### src/rtl/obj_affine_walker.sv
// Affine OBJ scanline walker: fetches PA..PD from OAM, sets up the
// texture accumulators with one shared multiplier, then streams pixels.
// Ports:
//   clock, reset          sole clock, synchronous active-high reset
//   start, param_idx      begin a scanline, affine parameter group
//   objx, objy, row       OBJ origin and current scanline
//   hsize, vsize, dblsize sprite size and double-size bounding box
//   oam_addr/rd/rdata     OAM halfword read port, data one cycle later
//   pix_valid/ready       pixel stream handshake
//   pix_col, tex_x/y      screen column and texel coordinate
//   pix_transparent       texel lies outside the sprite
//   busy, done            activity flag and end-of-line pulse
module obj_affine_walker (
    input  logic        clock,
    input  logic        reset,
    input  logic        start,
    input  logic [4:0]  param_idx,
    input  logic [8:0]  objx,
    input  logic [7:0]  objy,
    input  logic [7:0]  row,
    input  logic [7:0]  hsize,
    input  logic [7:0]  vsize,
    input  logic        dblsize,
    output logic [8:0]  oam_addr,
    output logic        oam_rd,
    input  logic [15:0] oam_rdata,
    output logic        pix_valid,
    input  logic        pix_ready,
    output logic [8:0]  pix_col,
    output logic [5:0]  tex_x,
    output logic [5:0]  tex_y,
    output logic        pix_transparent,
    output logic        busy,
    output logic        done
);

    typedef enum logic [2:0] {
        S_IDLE, S_FETCH, S_INIT, S_WALK, S_DONE
    } state_t;

    state_t             r_state;
    logic [2:0]         r_cnt;
    logic [8:0]         r_base;
    logic [8:0]         r_objx;
    logic [7:0]         r_hsize;
    logic [7:0]         r_vsize;
    logic [8:0]         r_bw;
    logic signed [9:0]  r_dx0;
    logic signed [9:0]  r_dy;
    logic [15:0]        r_pa;
    logic [15:0]        r_pb;
    logic [15:0]        r_pc;
    logic [15:0]        r_pd;
    logic [23:0]        r_ax;
    logic [23:0]        r_ay;
    logic [8:0]         r_i;
    logic [8:0]         r_col;
    logic [8:0]         r_oam_addr;
    logic               r_oam_rd;
    logic               r_valid;
    logic               r_busy;
    logic               r_done;

    // Bounding-box geometry from the live inputs, latched on start.
    logic [8:0]         w_bw;
    logic [8:0]         w_bh;
    logic [7:0]         w_rowd;
    logic signed [9:0]  w_dx0;
    logic signed [9:0]  w_dy;
    logic [8:0]         w_base;

    assign w_bw   = {1'b0, hsize} << dblsize;
    assign w_bh   = {1'b0, vsize} << dblsize;
    assign w_rowd = row - objy;
    assign w_dx0  = 10'sd0 - $signed({2'b0, w_bw[8:1]});
    assign w_dy   = $signed({2'b0, w_rowd}) - $signed({2'b0, w_bh[8:1]});
    assign w_base = {param_idx[3:0], 5'd0};

    // Single multiplier; INIT step selects the operand pair.
    logic signed [15:0] w_ma;
    logic signed [9:0]  w_mb;
    logic signed [23:0] w_ea;
    logic signed [23:0] w_eb;
    logic [23:0]        w_prod;

    always_comb begin
        w_ma = r_pd;
        unique case (r_cnt[1:0])
            2'd0:    w_ma = r_pa;
            2'd1:    w_ma = r_pb;
            2'd2:    w_ma = r_pc;
            default: w_ma = r_pd;
        endcase
    end

    assign w_mb   = r_cnt[0] ? r_dy : r_dx0;
    assign w_ea   = 24'(w_ma);
    assign w_eb   = 24'(w_mb);
    assign w_prod = w_ea * w_eb;

    logic [23:0] w_offh;
    logic [23:0] w_offv;
    logic        w_trans;

    assign w_offh  = {9'd0, r_hsize[7:1], 8'd0};
    assign w_offv  = {9'd0, r_vsize[7:1], 8'd0};
    assign w_trans = r_ax[23] | r_ay[23]
                   | (r_ax[23:8] >= {8'd0, r_hsize})
                   | (r_ay[23:8] >= {8'd0, r_vsize});

    always_ff @(posedge clock) begin
        if (reset) begin
            r_state    <= S_IDLE;
            r_cnt      <= '0;
            r_base     <= '0;
            r_objx     <= '0;
            r_hsize    <= '0;
            r_vsize    <= '0;
            r_bw       <= '0;
            r_dx0      <= '0;
            r_dy       <= '0;
            r_pa       <= '0;
            r_pb       <= '0;
            r_pc       <= '0;
            r_pd       <= '0;
            r_ax       <= '0;
            r_ay       <= '0;
            r_i        <= '0;
            r_col      <= '0;
            r_oam_addr <= '0;
            r_oam_rd   <= 1'b0;
            r_valid    <= 1'b0;
            r_busy     <= 1'b0;
            r_done     <= 1'b0;
        end else begin
            r_done <= 1'b0;
            unique case (r_state)
                S_IDLE: begin
                    if (start) begin
                        r_state <= S_FETCH;
                        r_cnt   <= '0;
                        r_busy  <= 1'b1;
                        r_base  <= w_base;
                        r_objx  <= objx;
                        r_hsize <= hsize;
                        r_vsize <= vsize;
                        r_bw    <= w_bw;
                        r_dx0   <= w_dx0;
                        r_dy    <= w_dy;
                    end
                end
                S_FETCH: begin
                    r_cnt <= r_cnt + 3'd1;
                    // Addresses lead the captured data by two edges.
                    unique case (r_cnt)
                        3'd0: begin
                            r_oam_rd   <= 1'b1;
                            r_oam_addr <= r_base + 9'd3;
                        end
                        3'd1: r_oam_addr <= r_base + 9'd7;
                        3'd2: begin
                            r_oam_addr <= r_base + 9'd11;
                            r_pa       <= oam_rdata;
                        end
                        3'd3: begin
                            r_oam_addr <= r_base + 9'd15;
                            r_pb       <= oam_rdata;
                        end
                        3'd4: begin
                            r_oam_rd   <= 1'b0;
                            r_oam_addr <= '0;
                            r_pc       <= oam_rdata;
                        end
                        default: begin
                            r_pd    <= oam_rdata;
                            r_state <= S_INIT;
                            r_cnt   <= '0;
                        end
                    endcase
                end
                S_INIT: begin
                    r_cnt <= r_cnt + 3'd1;
                    unique case (r_cnt[1:0])
                        2'd0: r_ax <= w_prod + w_offh;
                        2'd1: r_ax <= r_ax + w_prod;
                        2'd2: r_ay <= w_prod + w_offv;
                        default: begin
                            r_ay    <= r_ay + w_prod;
                            r_state <= S_WALK;
                            r_valid <= 1'b1;
                            r_i     <= '0;
                            r_col   <= r_objx;
                            r_cnt   <= '0;
                        end
                    endcase
                end
                S_WALK: begin
                    if (r_valid && pix_ready) begin
                        if (r_i == r_bw - 9'd1) begin
                            r_valid <= 1'b0;
                            r_state <= S_DONE;
                        end else begin
                            r_i   <= r_i + 9'd1;
                            r_col <= r_col + 9'd1;
                            r_ax  <= r_ax + {{8{r_pa[15]}}, r_pa};
                            r_ay  <= r_ay + {{8{r_pc[15]}}, r_pc};
                        end
                    end
                end
                S_DONE: begin
                    r_done  <= 1'b1;
                    r_busy  <= 1'b0;
                    r_state <= S_IDLE;
                end
                default: r_state <= S_IDLE;
            endcase
        end
    end

    assign oam_addr        = r_oam_addr;
    assign oam_rd          = r_oam_rd;
    assign pix_valid       = r_valid;
    assign pix_col         = r_col & {9{r_valid}};
    assign tex_x           = r_ax[13:8] & {6{r_valid}};
    assign tex_y           = r_ay[13:8] & {6{r_valid}};
    assign pix_transparent = w_trans & r_valid;
    assign busy            = r_busy;
    assign done            = r_done;

endmodule

### config.mk
export PLATFORM = sky130hd
export DESIGN_NAME = obj_affine_walker
export DESIGN_NICKNAME = d
export VERILOG_FILES = /design/src/rtl/obj_affine_walker.sv
export SDC_FILE = /design/constraint.sdc
export NUM_CORES = 1
export LEC_CHECK = 0
export CAP_MARGIN = 20
export CORE_ASPECT_RATIO = 1.5
export CORE_MARGIN = 5
export CORE_UTILIZATION = 54
export CTS_CLUSTER_DIAMETER = 120
export CTS_CLUSTER_SIZE = 24
export DETAILED_ROUTE_END_ITERATION = 8
export GPL_ROUTABILITY_DRIVEN = 0
export PLACE_DENSITY = 0.73
export REMOVE_ABC_BUFFERS = 1
export SETUP_SLACK_MARGIN = 0.5
export SLEW_MARGIN = 30
export SYNTH_ARGS = -nofsm -noshare
export SYNTH_HDL_FRONTEND = slang
export SYNTH_SLANG_ARGS = --single-unit
### constraint.sdc
create_clock -name clock -period 13.7 [get_ports clock]
set_clock_uncertainty 0.05 [all_clocks]
set_input_delay 2.74 -clock clock [delete_from_list [all_inputs] [get_ports clock]]
set_output_delay 2.74 -clock clock [all_outputs]
set_load 0.02 [all_outputs]
Where the registers sit:
Bar = 50 um. Other sequential cells in the stronger grey, the rest of the logic in the fainter grey.
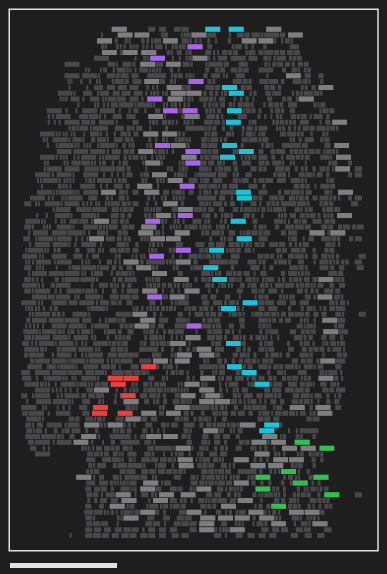
name in the netlist	colour	flops
r_col	green	9
r_ax	cyan	24
r_pa	purple	16
r_dx0	red	8
not coloured	145

Routed clock nets over the placement:
Bar = 50 um.
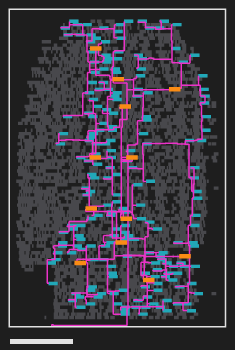
[flip-flops] cyan | count: 202
[clock wires] magenta | length: 2,790 um
[clock-net drivers] orange | count: 12
routed clock nets	13
P_clk: 0.000391 W
Latency at later pin: 0.51 ns

==> out/metrics.yaml <==
run_status:
  status: "finished, final reports clean"
logic_synthesis:
  ys_cells: 2698
  synth-edff-count: 0
finish:
  logic_area_um2: 15750
  buffers: 121
  area_growth_pct: 7.889
  nClkBuffers: 13
  nNonClkInverters: 243
  fin_area_um2: 22830
  diodes: 0
  comb_area_share_pct: 69.00
sta:
  finalSetupTns_ns: 0
  tightest_slew_ns: 1.029
routing:
  routed_wl_mm: 60.34
  dr.pass1.iters: 5
  drc: 0
clock_network:
  h-tree-depth: 1
  clkTransAtPathRegs_ns: 0.10
  cts.sinks: 202
placed_design:
  port_buffers: 99
pwr:
  power_per_cell_area_nw_per_um2: 102.1
global_route:
  grtUsageTotal_pct: 27.39
  grt_pass1_wl_mm: 96.89
run:
  warning_count: 36
critical_path:
  startpoint_type: "flip-flop"
Wire density map:
17 x 25 tiles, from dark blue (low) to red (high), scaled to the fullest tile. Values are wire area over tile area, all layers added.
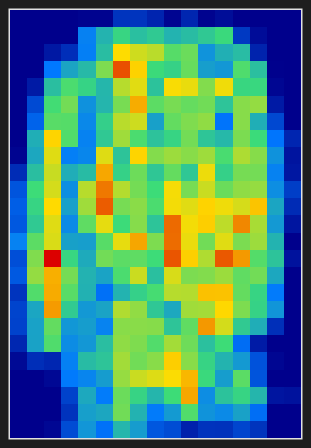
tiles over half the peak	41%
nearly empty tiles	15%
densest ninth of the die	centre
fullest tile	0.57

Placement view:
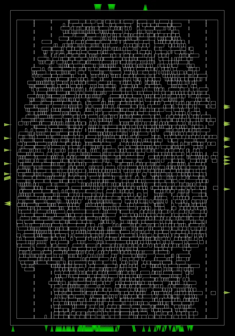
# Taps: 495
sequential cell count: 202
flop share of the area: 17.73%
final non-filler cell total: 3,205
Filler cells: 3,517

[final timing paths]
check	slack, ns	depth (start not counted)	start	to
hold / removal	0.41	2	r_dy[3]	r_dy[3]
setup / recovery	3.43	35	r_cnt[0]	r_ax[22]
hold reg to reg	0.41	2	r_dy[3]	r_dy[3]
setup reg to reg	3.43	35	r_cnt[0]	r_ax[22]
[logic make-up after synthesis]
| logic type | count (synthesis) | share of synthesized area, % |
|---|---|---|
| adders and majority gates | 346 | 25.36 |
| AOI/OAI and AO/OA | 679 | 20.63 |
| buffers and inverters | 366 | 6.635 |
| muxes | 49 | 2.472 |
| DFF | 202 | 19.11 |
| and+or+nand+nor | 894 | 18.83 |
| other | 1 | 0.01772 |
| xor gates and xnor gates | 161 | 6.949 |
[flip-flops by register name, indices dropped and copies added, names as in the netlist]
name / cells
r_vsize: 8
r_ax: 24
done: 1
r_state: 3
r_ay: 24
r_cnt: 3
r_i: 9
oam_rd: 1
r_objx: 9
busy: 1
r_col: 9
pix_valid: 1
r_pb: 16
oam_addr: 7
r_dx0: 8
r_pc: 16
r_hsize: 8
r_base: 4
r_pd: 16
r_pa: 16
r_dy: 9
r_bw: 9
[power breakdown]
part | internal (W) | leakage, nW | switching, W | total (W)
Clock | 0.000174 | 0.167 | 0.000217 | 0.000391
Combinational | 0.000467 | 8.18 | 0.000755 | 0.00122
Sequential | 0.000641 | 1.64 | 0.0000755 | 0.000716
[worst max-delay path, delay by kind of cell, from the launching register on]
family	cells	cell delay (ns)
xor+xnor	2	0.69
flops	1	0.49
fa+ha+maj	8	3.73
simple gates	5	0.94
compound gates	12	3.28
buf+inv	8	0.96
[layer usage]
layer | global-route usage (%) | part of all wire, %
met5 | 0 | 0
met4 | 13.23 | 5.2
met3 | 1.862 | 4.8
met2 | 49.78 | 51
met1 | 32.35 | 39
Power figures rest on the tool's default switching activity, not on a simulated workload.
